$ cat config.mk
export PLATFORM = sky130hd
export DESIGN_NAME = xge_pkt_rx_reader
export DESIGN_NICKNAME = d
export VERILOG_FILES = /design/src/rtl/xge_pkt_pkg.sv /design/src/rtl/xge_pkt_fifo.sv /design/src/rtl/xge_pkt_rx_reader.sv
export SDC_FILE = /design/constraint.sdc
export NUM_CORES = 1
export LEC_CHECK = 0
export ABC_AREA = 1
export CAP_MARGIN = 20
export CORE_MARGIN = 2
export CORE_UTILIZATION = 50
export CTS_BUF_LIST = sky130_fd_sc_hd__clkbuf_8
export CTS_CLUSTER_DIAMETER = 100
export DETAILED_ROUTE_END_ITERATION = 16
export PLACE_DENSITY = 0.8
export SYNTH_ARGS = -nofsm -noshare
export SYNTH_HDL_FRONTEND = slang
export SYNTH_SLANG_ARGS = --single-unit
$ cat constraint.sdc
create_clock -name clk_156m25 -period 5.49 [get_ports clk_156m25]
set_input_delay 1.098 -clock clk_156m25 [delete_from_list [all_inputs] [get_ports clk_156m25]]
set_output_delay 1.098 -clock clk_156m25 [all_outputs]
set_load 0.02 [all_outputs]
$ cat src/rtl/xge_pkt_pkg.sv
`default_nettype none
// ----------------------------------------------------------------------------
// xge_pkt_pkg: shared types and constants for the 10GbE rx packet reader
// Rev 1.0
// ----------------------------------------------------------------------------
package xge_pkt_pkg;

    typedef struct packed {
        logic [63:0] data;
        logic        sop;
        logic        eop;
        logic [2:0]  mod;
        logic        err;
    } pkt_word_t;

    typedef enum logic [0:0] {
        IDLE = 1'b0,
        READ = 1'b1
    } rd_state_e;

    localparam logic [2:0] MOD_FULL       = 3'd0;
    localparam int         BYTES_PER_WORD = 8;

    // Valid bytes carried by an EOP word; a zero mod means a full word.
    function automatic logic [3:0] eop_bytes(input logic [2:0] mod);
        return (mod == MOD_FULL) ? 4'(BYTES_PER_WORD) : {1'b0, mod};
    endfunction

endpackage
`default_nettype wire

$ cat src/rtl/xge_pkt_fifo.sv
`default_nettype none
// ----------------------------------------------------------------------------
// xge_pkt_fifo: synchronous FIFO of packet words, head held in registers
// Rev 1.0
// ----------------------------------------------------------------------------
module xge_pkt_fifo
    import xge_pkt_pkg::*;
#(
    parameter int DEPTH = 4
) (
    input  logic                     clk,
    input  logic                     rst_n,
    input  logic                     push,
    input  pkt_word_t                wr_word,
    input  logic                     pop,
    output pkt_word_t                rd_word,
    output logic                     empty,
    output logic [$clog2(DEPTH):0]   count
);

    localparam int AW = $clog2(DEPTH);
    localparam int CW = AW + 1;

    pkt_word_t       mem [DEPTH];
    logic [AW-1:0]   wr_ptr;
    logic [AW-1:0]   rd_ptr;
    logic            full;
    logic            do_push;
    logic            do_pop;

    assign empty   = (count == '0);
    assign full    = (count == CW'(DEPTH));
    assign do_pop  = pop && !empty;
    // A pop in the same cycle frees the slot, so push on full is legal then.
    assign do_push = push && (!full || do_pop);
    assign rd_word = mem[rd_ptr];

    always_ff @(posedge clk or negedge rst_n) begin
        if (!rst_n) begin
            wr_ptr <= '0;
            rd_ptr <= '0;
            count  <= '0;
            for (int i = 0; i < DEPTH; i++) begin
                mem[i] <= '0;
            end
        end else begin
            if (do_push) begin
                mem[wr_ptr] <= wr_word;
                wr_ptr      <= wr_ptr + AW'(1);
            end
            if (do_pop) begin
                rd_ptr <= rd_ptr + AW'(1);
            end
            count <= count + CW'(do_push) - CW'(do_pop);
        end
    end

    assert property (@(posedge clk) disable iff (!rst_n) !(push && full && !pop));

endmodule
`default_nettype wire

$ cat src/rtl/xge_pkt_rx_reader.sv
`default_nettype none
// ----------------------------------------------------------------------------
// xge_pkt_rx_reader: MAC rx reader with framing check, stream output, stats
// Rev 1.0
// ----------------------------------------------------------------------------
module xge_pkt_rx_reader
    import xge_pkt_pkg::*;
#(
    parameter int BUF_DEPTH = 4,
    parameter int CNT_W     = 32
) (
    input  logic             clk_156m25,
    input  logic             reset_156m25_n,
    input  logic             pkt_rx_avail,
    output logic             pkt_rx_ren,
    input  logic             pkt_rx_val,
    input  logic [63:0]      pkt_rx_data,
    input  logic             pkt_rx_sop,
    input  logic             pkt_rx_eop,
    input  logic [2:0]       pkt_rx_mod,
    input  logic             pkt_rx_err,
    output logic             out_valid,
    input  logic             out_ready,
    output logic [63:0]      out_data,
    output logic             out_sop,
    output logic             out_eop,
    output logic [2:0]       out_mod,
    output logic             out_err,
    input  logic             stat_clr,
    output logic [CNT_W-1:0] rx_pkt_cnt,
    output logic [CNT_W-1:0] rx_byte_cnt,
    output logic [CNT_W-1:0] rx_err_cnt,
    output logic [CNT_W-1:0] frame_err_cnt
);

    localparam int CW = $clog2(BUF_DEPTH) + 1;

    function automatic logic [CNT_W-1:0] sat_inc(input logic [CNT_W-1:0] v);
        return (&v) ? v : v + CNT_W'(1);
    endfunction

    rd_state_e         state;
    rd_state_e         state_next;
    logic              inflight;
    logic [CW-1:0]     fifo_count;
    logic [CW:0]       occupancy;
    logic              eop_arrive;
    logic              fifo_empty;
    logic              pop;
    pkt_word_t         wr_word;
    pkt_word_t         rd_word;

    logic              push;
    logic              stray;
    logic              eop_push;
    logic              in_pkt;
    logic              err_flag;
    logic              word_err;
    logic              flag_now;
    logic [CNT_W-1:0]  word_cnt;
    logic [CNT_W+3:0]  byte_inc;
    logic [CNT_W+4:0]  byte_sum;

    assign occupancy  = {1'b0, fifo_count} + (CW+1)'(inflight);
    assign eop_arrive = pkt_rx_val && pkt_rx_eop;

    always_ff @(posedge clk_156m25 or negedge reset_156m25_n) begin
        if (!reset_156m25_n) begin
            state    <= IDLE;
            inflight <= 1'b0;
        end else begin
            state    <= state_next;
            inflight <= pkt_rx_ren;
        end
    end

    // Read request is gated by reset and by an arriving EOP, both combinationally.
    always_comb begin
        state_next = state;
        pkt_rx_ren = 1'b0;
        case (state)
            IDLE: begin
                if (pkt_rx_avail && (occupancy <= (CW+1)'(BUF_DEPTH - 2))) begin
                    state_next = READ;
                end
            end
            READ: begin
                if (eop_arrive) begin
                    state_next = IDLE;
                end
                if (reset_156m25_n && (occupancy < (CW+1)'(BUF_DEPTH)) && !eop_arrive) begin
                    pkt_rx_ren = 1'b1;
                end
            end
            default: state_next = IDLE;
        endcase
    end

    assign push     = pkt_rx_val && inflight;
    assign stray    = pkt_rx_val && !inflight;
    assign eop_push = push && pkt_rx_eop;
    assign word_err = in_pkt ? pkt_rx_sop : !pkt_rx_sop;
    assign flag_now = err_flag | word_err;

    always_comb begin
        wr_word      = '0;
        wr_word.data = pkt_rx_data;
        wr_word.sop  = pkt_rx_sop;
        wr_word.eop  = pkt_rx_eop;
        wr_word.mod  = pkt_rx_mod;
        wr_word.err  = pkt_rx_eop && (pkt_rx_err || flag_now);
    end

    always_ff @(posedge clk_156m25 or negedge reset_156m25_n) begin
        if (!reset_156m25_n) begin
            in_pkt   <= 1'b0;
            err_flag <= 1'b0;
            word_cnt <= '0;
        end else if (push) begin
            if (pkt_rx_eop) begin
                in_pkt   <= 1'b0;
                err_flag <= 1'b0;
                word_cnt <= '0;
            end else begin
                in_pkt   <= 1'b1;
                err_flag <= flag_now;
                word_cnt <= sat_inc(word_cnt);
            end
        end
    end

    // Wide sum so the byte counter can saturate instead of wrapping.
    assign byte_inc = {1'b0, word_cnt, 3'b000} + {{CNT_W{1'b0}}, eop_bytes(pkt_rx_mod)};
    assign byte_sum = {5'b0, rx_byte_cnt} + {1'b0, byte_inc};

    always_ff @(posedge clk_156m25 or negedge reset_156m25_n) begin
        if (!reset_156m25_n) begin
            rx_pkt_cnt    <= '0;
            rx_byte_cnt   <= '0;
            rx_err_cnt    <= '0;
            frame_err_cnt <= '0;
        end else if (stat_clr) begin
            rx_pkt_cnt    <= '0;
            rx_byte_cnt   <= '0;
            rx_err_cnt    <= '0;
            frame_err_cnt <= '0;
        end else begin
            if (eop_push) begin
                rx_pkt_cnt  <= sat_inc(rx_pkt_cnt);
                rx_byte_cnt <= (byte_sum[CNT_W+4:CNT_W] != '0) ? '1 : byte_sum[CNT_W-1:0];
                if (pkt_rx_err) begin
                    rx_err_cnt <= sat_inc(rx_err_cnt);
                end
            end
            if ((eop_push && flag_now) || stray) begin
                frame_err_cnt <= sat_inc(frame_err_cnt);
            end
        end
    end

    assign pop = out_valid && out_ready;

    xge_pkt_fifo #(
        .DEPTH   (BUF_DEPTH)
    ) u_fifo (
        .clk     (clk_156m25),
        .rst_n   (reset_156m25_n),
        .push    (push),
        .wr_word (wr_word),
        .pop     (pop),
        .rd_word (rd_word),
        .empty   (fifo_empty),
        .count   (fifo_count)
    );

    assign out_valid = !fifo_empty;
    assign out_data  = rd_word.data;
    assign out_sop   = rd_word.sop;
    assign out_eop   = rd_word.eop;
    assign out_mod   = rd_word.mod;
    assign out_err   = rd_word.err;

endmodule
`default_nettype wire
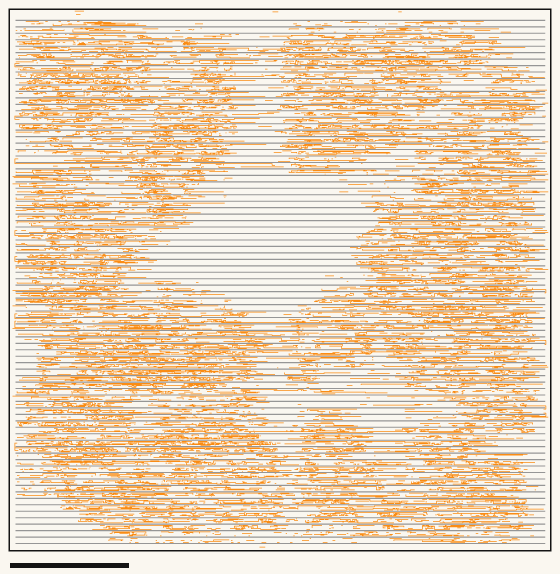
met1.png
Scale bar: 50 µm. Supply wires on this layer in gray.
nets with wire on the layer: 3468
main direction: horizontal
share of all routed wire: 42%

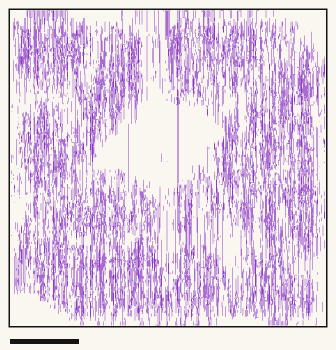
met2.png
Scale bar: 50 µm.
share of all routed wire: 46%
main direction: vertical
wire length on this layer: 33.6 mm
nets with wire on the layer: 2882
longest straight run: 73.6 µm
met2 demand-to-capacity share in global routing: 45.57%
Via Count: 23469
total wire length after detailed routing: 72840 µm

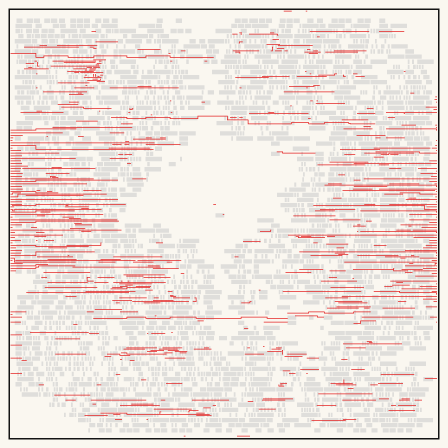
met3.png
Cells faint in the background.
share of all routed wire: 8.9%
longest straight run: 78.9 µm
wire length on this layer: 6470 µm
main direction: horizontal

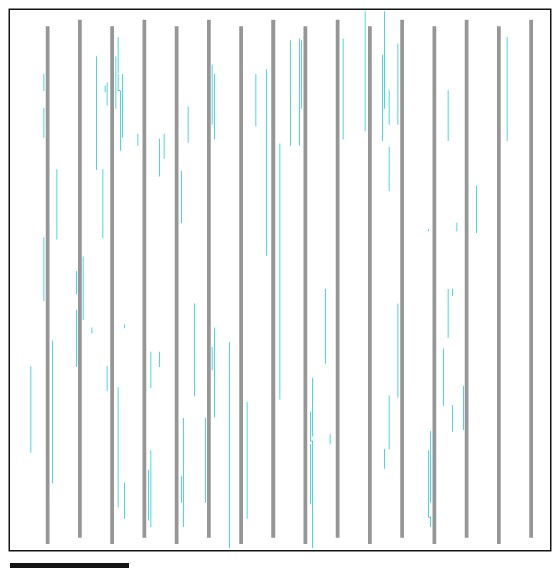
met4.png
Scale bar: 50 µm. Supply wires on this layer in gray.
main direction: vertical
nets with wire on the layer: 49
share of all routed wire: 2.8%

[metal layers]
| metal | vias to the layer above | track usage [%] | part of all wire [%] |
|---|---|---|---|
| met3 | 161 | 7.950 | 8.9 |
| met4 | 8 | 9.699 | 2.7 |
| met5 | - | 0 | 0.073 |
| met2 | 902 | 45.57 | 46 |
| li1 | 11361 | - | - |
| met1 | 11037 | 36.52 | 42 |
[cells by family after synthesis]
group,after synthesis
adder cells (fa/ha/maj),79
AND/OR/NAND/NOR,1971
AND-OR/OR-AND,440
XOR/XNOR,83
flip-flops,451
buffers and inverters,346
[power breakdown]
part	switching, µW	internal (µW)	leakage [µW]
Combinational	2740	1860	0.00756
Clock	1460	1810	0.000955
Sequential	569	4180	0.00608
Total	4770	7850	0.0146
[through the flow]
| step | instances | worst slack [ns] | hold WS, ns | util [%] | cell area, µm² |
|---|---|---|---|---|---|
| final | 4334 | 0.7857 | 0.3210 | 60.80 | 29890 |
| after detailed placement | 4188 | 0.6997 | 0.4511 | 57.31 | 28170 |
| after global routing | 4333 | 0.5856 | 0.2973 | 60.80 | 29880 |
| after CTS | 4331 | 0.8046 | 0.2838 | 60.74 | 29850 |
| after global placement | 4188 | 0.7798 | 0.4489 | 57.31 | 28170 |
| after floorplan | 3370 | 1.811 | 0.4287 | - | 24960 |
[layout make-up]
class / instances / area, µm² / area share (%)
antenna: 2 / 5.005 / 0.01675
timing repair buffer: 301 / 3043 / 10.18
clock buffer: 108 / 1486 / 4.974
multi-input combinational: 2573 / 12280 / 41.08
sequential: 451 / 11290 / 37.78
inverter: 200 / 757.0 / 2.533
tap: 664 / 830.8 / 2.780
clock inverter: 35 / 196.4 / 0.6573
[cells in the final DEF (no fill, tap or decap), types with 3 or more instances in the layout]
cell             instances
dfrtp_1                449
clkbuf_8               108
clkdlybuf4s50_1        273
nand2_1               1379
nand3_1                 91
nand4_1                 32
nor3_1                  64
o21bai_1                 6
a21oi_1                 75
buf_4                   19
o22ai_1                 71
inv_1                  206
xnor2_1                 41
buf_12                   6
o21ai_0                196
clkinv_2                11
nor2_1                 307
nand2_2                 18
nor3_2                   3
xor2_1                  42
nand3_2                 18
nor3b_1                  5
o21a_1                   3
nand3b_1                 6
a31oi_1                  5
nor2_2                   7
nor4_1                  24
or2_2                    5
nor2_4                   6
o21ai_1                 23
fa_1                     3
o31ai_1                 52
ha_1                    76
inv_2                   10
[worst min-delay path by stage]
stage,from,end,slack (ns),cells past startpoint
2_1_floorplan,state,state,0.43,1
3_3_place_gp,state,state,0.45,1
3_5_place_dp,state,state,0.45,1
4_1_cts,reset_156m25_n,u_fifo.mem[277],0.28,1
5_1_grt,reset_156m25_n,u_fifo.mem[277],0.30,1
6_report,reset_156m25_n,u_fifo.mem[52],0.32,1
[critical path, delay by kind of cell (launching register included)]
kind | cells | cell delay, ns
flops | 1 | 0.81
compound gates | 2 | 0.55
buf+inv | 2 | 1.47
==> run summary <==
Entry: Yosys synthesis followed by OpenROAD place and route.

Outcome:
- The run finished with clean final reports.

Timing:
- The final report lists the setup-violating endpoint count as 0.
- The run puts the post-route clock skew at 0.02843 ns.
- The run gives the final tally of max-slew violations as 0.
- The run puts the final critical delay including setup and external delays at 4.704 ns.
- The run puts the achievable frequency at 0.2126 GHz.
- The run puts the final tally of hold violations at 0.
- Setup repair after global routing left no endpoint under its margin.
- The pin closest to its max-slew limit shows a slew of 1.014 ns.
- The run puts the final worst-path cycle share at 85.69%.
- The run puts the tightest slew margin relative to the limit at 32.40%.
- Adding up every negative setup slack in the final design gives 0 ns.

Synth:
- Dividing the synthesized area by the synthesized cell count gives 7.405 µm².
- Counting flops with an async set or reset pin after synthesis yields a share of 100.0%.
- The run puts the number of distinct library cells after synthesis at 46.
- The run gives the count of synthesis-stage warnings from yosys as 0.
- The run gives the predominant post-synthesis flop cell as dfrtp_1.
- The run puts the number of standard cells after synthesis at 3370.
- The run gives the fraction of synthesized cell area taken by the top area cell type as 45.22%.
- The cell-mix breakdown from Yosys lists the simple-gate area share as 32.21%.
- The run gives the biggest area consumer among synthesized cells as dfrtp_1.
- The run puts the area fraction in mux cells at 0%.
- The run puts the synthesized-area fraction occupied by adder cells at 4.051%.
- Yosys shows that the main logic family after synthesis is simple AND/OR/NAND/NOR gates.
- Per the synthesis report, the XOR/XNOR share of the synthesized area is 2.913%.
- The synthesis stat section lists a flop and latch total of 451.
- The commonest cells after synthesis are nand2_1, dfrtp_1, nor2_1, o21ai_0, inv_1.
- The run puts the post-synthesis net count at 3525.
- The run gives the cell area after synthesis as 24960 µm².
- The run gives the yosys cell count as 3370.
- For this run, the chip area from Yosys synthesis comes to 24960 µm².
- The main area contributors are dfrtp_1, nand2_1, nor2_1.
- Yosys instantiated no cell more often than nand2_1.
- The run puts the number of flops mapped to enable cells by yosys at 0.
- The run gives the share of synthesized area occupied by flip-flops and latches as 45.22%.
- The run gives the aoi/oai-family share of the synthesized area as 9.972%.

Floorplan:
- The floorplan step set the die width to 227.4 µm.
- The run puts the count of pins on the block boundary at 276.
- In this run the full chip footprint comes out at 51710 µm².
- The run puts the starting utilization of the core area at 50.77%.
- The run puts the height of the chip at 227.4 µm.
- In this run the core area contains 81 standard-cell rows.
- Per the OpenROAD floorplan log, the area of the core is 49150 µm².

Cells and area:
- The run puts the fraction of final layout cells with drive strength greater than 1 at 6.161%.
- The run puts the filler cell count in the final layout at 4457.
- The run puts the synthesis-to-layout area growth at 19.76%.
- More flip-flops sit in one register than any other, and that register is u_fifo.mem.
- At the end of the flow, the number of nets in the layout was 3762.
- The run gives the number of flip-flops in the largest register as 280.

Setup path:
- The run gives the end point of the critical path as out_data[20].
- Max fanout on the critical path was recorded as 91.
- For the worst reg-to-reg path, the startpoint reported by OpenROAD is word_cnt[0].
- The run gives the timing startpoint of the critical path as u_fifo.rd_ptr[0].
- The run gives the required arrival time at the worst endpoint as 4.39 ns.
- The run gives the register-to-register setup slack as 2.07 ns.
- The signal on the critical path passes through buf_4 > o21ai_0 > o22ai_1 > clkdlybuf4s50_1.
- The run gives the delay of the slowest critical-path stage as 0.81 ns.
- For the worst flop-to-flop path, the logic depth is 19.
- For this design, the slowest cell found on the critical path is dfrtp_4.
- For reference, the most critical setup path is categorized as flop to primary output.
- The worst setup path is launched from a flop.
- The run gives the arrival time at the worst endpoint as 3.61 ns.
- In this run the critical register-to-register path is captured at rx_byte_cnt[19].
- The worst setup path is captured at a primary output.

Place:
- Note, the detailed placer reported a final HPWL of 46580 µm.
- The run puts the final weighted congestion in routability-driven placement at 0.9383.
- Per the placement log, port buffering inserted 275 buffers.

CTS:
- Buffers inserted to repair hold after CTS numbered 0.
- TritonCTS built the clock tree.
- Once the clock tree was built, the setup fixing pass inserted 0 buffers.
- The run puts the number of buffers on the longest clock path at 3.
- The run puts the number of H-tree levels at 3.
- The CTS log lists the clock sinks for this run as 451.
- For reference, the clock transition at the flip-flops on the worst setup and hold paths is 0.06 ns.
- The run gives the TritonCTS buffer count as 80.
- As reported, the later end of the worst-skew pair has a clock insertion delay of 0.67 ns.
- Post-CTS repair ended up resizing 0 cells.
- Clock tree synthesis selected as its root buffer the cell clkbuf_8.

Drt:
- The run puts the vias per cell at 5.415.
- The run gives the length of the first detailed-routing pass in iterations as 7.
- The run gives the average wire per standard cell as 16.81 µm.
- The run puts the final antenna-violating net count at 0.
- The run gives the detailed-route DRC error count as 0.
- The run gives the number of DRC markers in iteration 0 as 1862.

Global routing:
- Global routing used 28.23% of the available tracks.
- The total overflow left after global routing is 0.
- The run gives the via count of the first global-routing pass as 22613.
- The number of antenna violations at the first check in global routing is 6.
- The run gives the maximum number of pins on one net before global-route repair as 160.
- The run puts the first-pass GRT wire length at 116800 µm.

Job:
- The run gives the reported max-cap violation count as 0.
- The run gives the number of logged tool warnings as 35.

Power:
- The run puts the total chip power at 12620 µW.
- Dividing total power by cell area gives a power density of 422.1 nW/µm².
- The run puts the leakage dissipation at 0.01460 µW.
- The run gives the maximum resistive drop on vdd as 0.2296 mV.

Hold path:
- Note that the worst hold path type here is input pin to async pin.
Power and IR drop assume default switching activity.
